==> src/rtl/cmlb_miss_ctl.sv <==
// cmlb_miss_ctl: code-MLB miss handler, stalls fetch, issues one page walk and refills the MLB.
// Optional walk-response timeout with DRAIN state under CMLB_MISS_TIMEOUT_EN.
`ifndef cmlbData_width
`define cmlbData_width 64
`endif
module cmlb_miss_ctl #(
  parameter int IP_WIDTH = 65,
  parameter int DATA_WIDTH = `cmlbData_width
`ifdef CMLB_MISS_TIMEOUT_EN
  , parameter int TIMEOUT = 255
`endif
) (
  input  logic                  clk,
  input  logic                  rst,
  input  logic                  lkp_valid,
  input  logic [IP_WIDTH-1:0]   lkp_addr,
  input  logic                  lkp_tr,
  input  logic                  lkp_hit,
  input  logic                  mlb_busy,
  input  logic                  flush,
  output logic                  miss_stall,
  output logic                  walk_req_valid,
  input  logic                  walk_req_ready,
  output logic [IP_WIDTH-1:0]   walk_req_addr,
  output logic                  walk_req_tr,
  input  logic                  walk_rsp_valid,
  input  logic [DATA_WIDTH-1:0] walk_rsp_data,
  input  logic                  walk_rsp_fault,
  output logic                  mlb_wen,
  output logic [IP_WIDTH-1:0]   mlb_addr,
  output logic                  mlb_tr,
  output logic [DATA_WIDTH-1:0] mlb_data,
  output logic                  fault_valid,
  output logic [IP_WIDTH-1:0]   fault_addr,
  output logic                  fault_timeout
);
`ifdef CMLB_MISS_TIMEOUT_EN
  typedef enum logic [2:0] {IDLE, REQ, WAIT, FILL, FAULT, DRAIN} state_t;
  localparam int CW = $clog2(TIMEOUT + 1) > 8 ? $clog2(TIMEOUT + 1) : 8;
  logic [CW-1:0] cnt;
`else
  typedef enum logic [2:0] {IDLE, REQ, WAIT, FILL, FAULT} state_t;
`endif
  state_t state;
  logic kill, miss;
  assign miss = ~rst & (state == IDLE) & lkp_valid & ~lkp_hit & ~mlb_busy;
  assign miss_stall = (state != IDLE) | miss;
  assign mlb_addr = walk_req_addr;
  assign mlb_tr = walk_req_tr;
  assign fault_addr = walk_req_addr;
  always_ff @(posedge clk) begin
    if (rst) begin
      state <= IDLE;
      kill <= 1'b0;
      walk_req_valid <= 1'b0;
      walk_req_addr <= '0;
      walk_req_tr <= 1'b0;
      mlb_data <= '0;
      mlb_wen <= 1'b0;
      fault_valid <= 1'b0;
      fault_timeout <= 1'b0;
`ifdef CMLB_MISS_TIMEOUT_EN
      cnt <= '0;
`endif
    end else begin
      mlb_wen <= 1'b0;
      fault_valid <= 1'b0;
      fault_timeout <= 1'b0;
      case (state)
        IDLE: if (miss) begin
          state <= REQ;
          walk_req_valid <= 1'b1;
          walk_req_addr <= lkp_addr;
          walk_req_tr <= lkp_tr;
          kill <= 1'b0;
        end
        REQ: begin
          kill <= kill | flush;
          if (walk_req_ready) begin
            state <= WAIT;
            walk_req_valid <= 1'b0;
`ifdef CMLB_MISS_TIMEOUT_EN
            cnt <= '0;
`endif
          end
        end
        // a flush arriving with the response still wins: the entry is dropped
        WAIT: if (walk_rsp_valid) begin
          kill <= 1'b0;
          if (kill | flush) state <= IDLE;
          else if (walk_rsp_fault) begin
            state <= FAULT;
            fault_valid <= 1'b1;
          end else begin
            state <= FILL;
            mlb_data <= walk_rsp_data;
            mlb_wen <= 1'b1;
          end
        end
`ifdef CMLB_MISS_TIMEOUT_EN
        else if (cnt == CW'(TIMEOUT - 1)) begin
          kill <= 1'b0;
          if (kill | flush) state <= DRAIN;
          else begin
            state <= FAULT;
            fault_valid <= 1'b1;
            fault_timeout <= 1'b1;
          end
        end else begin
          kill <= kill | flush;
          cnt <= cnt + 1'b1;
        end
`else
        else kill <= kill | flush;
`endif
        FILL: state <= IDLE;
`ifdef CMLB_MISS_TIMEOUT_EN
        // a timed-out walk is still in flight; its late response must be swallowed
        FAULT: state <= fault_timeout ? DRAIN : IDLE;
        DRAIN: if (walk_rsp_valid) state <= IDLE;
`else
        FAULT: state <= IDLE;
`endif
        default: state <= IDLE;
      endcase
    end
  end
endmodule
==> config.mk <==
export PLATFORM = sky130hd
export DESIGN_NAME = cmlb_miss_ctl
export DESIGN_NICKNAME = d
export VERILOG_FILES = /design/src/rtl/cmlb_miss_ctl.sv
export SDC_FILE = /design/constraint.sdc
export NUM_CORES = 1
export LEC_CHECK = 0
export CAP_MARGIN = 20
export CORE_AREA = 2 2 159 161
export CTS_CLUSTER_DIAMETER = 40
export CTS_CLUSTER_SIZE = 25
export DETAILED_ROUTE_END_ITERATION = 8
export DIE_AREA = 0 0 161 163
export GPL_TIMING_DRIVEN = 0
export PLACE_DENSITY = 0.68
export SLEW_MARGIN = 5
export SYNTH_ARGS = -nofsm -noshare
export SYNTH_HDL_FRONTEND = slang
export SYNTH_SLANG_ARGS = --single-unit
==> constraint.sdc <==
create_clock -name clk -period 3.74 [get_ports clk]
set_input_delay 0.374 -clock clk [delete_from_list [all_inputs] [get_ports clk]]
set_output_delay 0.374 -clock clk [all_outputs]
set_load 0.1 [all_outputs]
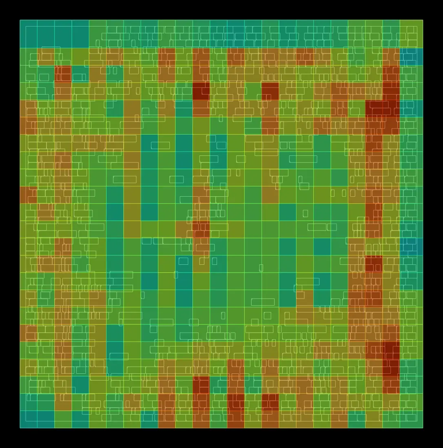
**Above:** track usage over the die.
final core utilization: 46.6%
grt met3 use: 5.83%
met2 track utilization from global routing: 30.6%

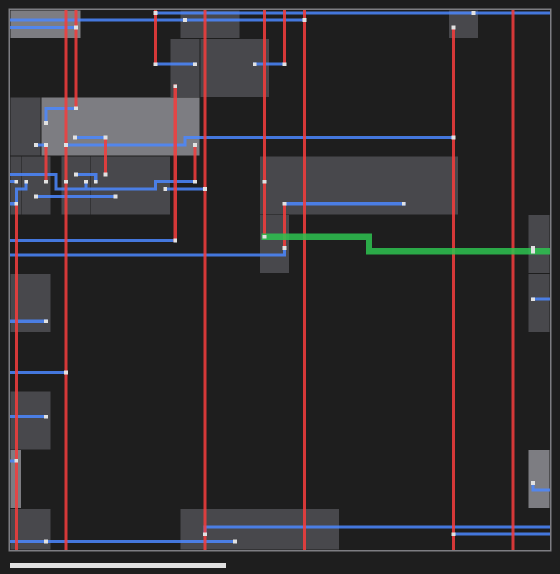
**Above:** a small window of the routed layout.
Scale bar: 10 microns. Window x 28 to 53, y 28 to 53 microns. Cells in gray, sequential cells in the stronger gray; small squares are vias.
Key: blue = metal 1; red = metal 2; green = metal 3
Netlist names of flops here include `mlb_data` (1). Sequential cells in the window: 1. 12 logic cells have their middle in the window.

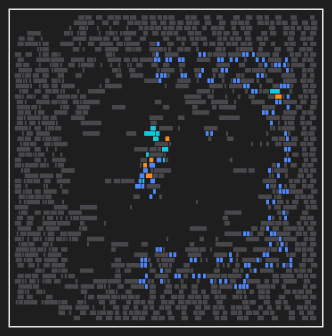
**Above:** selected gate families.
Key: blue = aoi and oai cells [cells 142, most used a21oi_1]; cyan = nor cells [cells 9, where center]; orange = and/or cells [cells 5, most used or3_1, where center]
dominant logic cell type in the layout: sky130_fd_sc_hd__clkdlybuf4s50_1
logic share of the area: 20.4%
final std cells w/o fill: 1,518

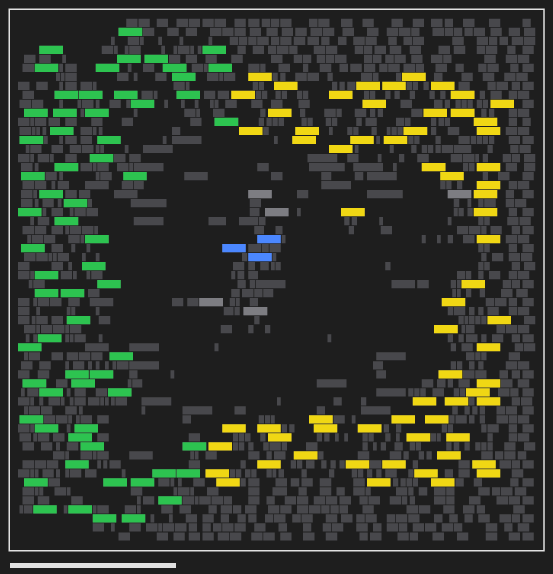
**Above:** sequential cells colored by netlist name.
Scale bar: 50 microns. Other sequential cells in the stronger gray, the rest of the logic in the fainter gray.
Key: blue = `state` [flops 3]; yellow = `fault_addr` [flops 65]; green = `mlb_data` [flops 64]
Another 5 sequential cells are not colored.
Seq power: 0.00151 W
register cell area after layout: 2740 sq um

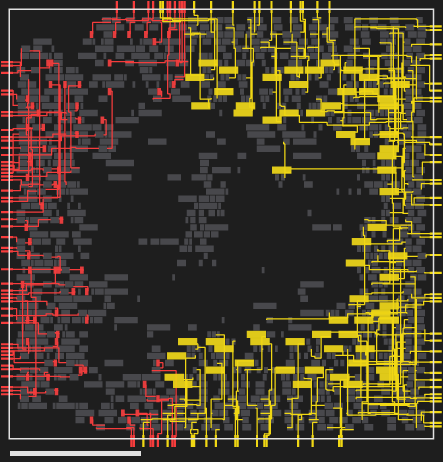
**Above:** wires at chosen ports, followed through buffers.
Scale bar: 50 microns.
Key: red = `walk_rsp_data` [bits 64, direction input, end cells 64, buffers 64, wire 1,640 microns]; yellow = `fault_addr` [bits 65, direction output, end cells 65, buffers 65, wire 3,800 microns]
total I/O pin count: 405
port bufs: 402

==> reports/notes.md <==
## Critical path
* **reg-to-reg critical path endpoint** fault_addr[14]
* **slowest CP cell** sky130_fd_sc_hd__dlymetal6s2s_1
* **critical path class** in2out
* **crit-path max cell delay** 750 ps
* **sort of element at the end of the critical path** output pin
* **timing endpoint of the critical path** miss_stall
* **Register-to-Register Setup Slack** 1600 ps

## Clocking
* **total number of H-tree levels** 4
* **clock tree from TritonCTS** yes
* **clock latency reported for the late side of the worst-skew pair** 410 ps
* **buffers inserted by post-CTS timing repair** 0

## Cells and area
* **proportion of layout cells with a drive suffix above 1** 15.3%
* **signed area change from the synthesized netlist to the final layout** 78.7%

## Placement
* **cell area after placement** 10,900 sq um

## Pwr
* **VDD IR-drop max** 0.217 mV
* **logic gate share of total power** 22.1%
* **heaviest power group** the clock network

## STA
* **post-layout minimum cycle time** 3270 ps
* **Final Max Tran Viols** 0
* **Fin Hold WS** 456 ps
* **setup-violating endpoint count in the final report** 0

## Synthesis
* **Yosys warnings** 0
* **part of the Yosys area used for sequential elements** 42.6%
* **nets in the synthesized netlist** 893
* **count of distinct cell types in the synthesized netlist** 34
* **synthesized area divided by synthesized cell count** 8.53 sq um

## Floorplanning
* **chip height** 163 microns
* **floorplan-stage core utilization** 26.1%
* **total die size** 26,200 sq um

## Hold path
* **cell count of the worst hold path** 2

## GRT
* **maximum number of pins on one net before global-route repair** 17
* **global-route usage over all layers** 17.6%
* **total global routing overflow** 0

## Status
* **run status** finished clean

## Detailed routing
* **Met1 Wirelength** 9.83 mm
* **final wirelength** 24.2 mm
* **drt via density** 4.32

[cell type report]
cell class	instances	area [sq um]
plain buffers	194	1350
clock buffers	18	429
clock inverters	13	169
fillers	2419	13200
inverters	2	7.51
multi-input cells	421	2340
flip-flops and latches	137	2740
well taps	330	413
repair buffers	403	4050
[per-stage QoR]
stage                     setup slack (ps)  instances  total power, W  util, %
after floorplan                       1170        754         0.00214        -
after global placement                23.3       1486         0.00247     44.1
after detailed placement              12.3       1486         0.00247     44.1
after CTS                             10.6       1517         0.00425     46.5
after global routing                   338       1518         0.00435     46.6
final                                  471       1518         0.00419     46.6
[Yosys cell counts (all sizes together)]
cell type / instances / share of area (%)
a211oi: 1 / 0.12
a21boi: 1 / 0.12
a21oi: 68 / 5.3
a311oi: 2 / 0.27
buf: 152 / 19
clkbuf: 42 / 2.4
clkinv: 1 / 0.058
conb: 1 / 0.058
dfxtp: 137 / 43
inv: 1 / 0.058
mux2i: 64 / 10
nand2: 130 / 7.6
nand2b: 1 / 0.097
nand3: 66 / 5.1
nand3b: 1 / 0.12
nor2: 2 / 0.12
nor3: 3 / 0.41
nor4: 1 / 0.097
nor4b: 3 / 0.51
o211a: 1 / 0.16
o211ai: 1 / 0.12
o21ai: 68 / 5.3
o31ai: 1 / 0.12
or3: 3 / 0.29
or4b: 2 / 0.31
xor2: 1 / 0.14
[registers in the layout, summed over array words and instances (netlist names)]
signal	flops
fault_addr	65
kill	1
walk_req_valid	1
state	3
mlb_wen	1
mlb_tr	1
fault_valid	1
mlb_data	64
[kinds of logic (layout without fill, tap and decap cells)]
logic type,after synthesis,in the layout,synth area share (%)
simple gates,212,212,14.7
xor+xnor,1,1,0.136
compound gates,143,143,11.5
buf+inv,196,630,21.1
other cells,1,1,0.0583
mux,64,64,9.96
flops,137,137,42.6
Power is estimated from default activity; no workload was simulated.
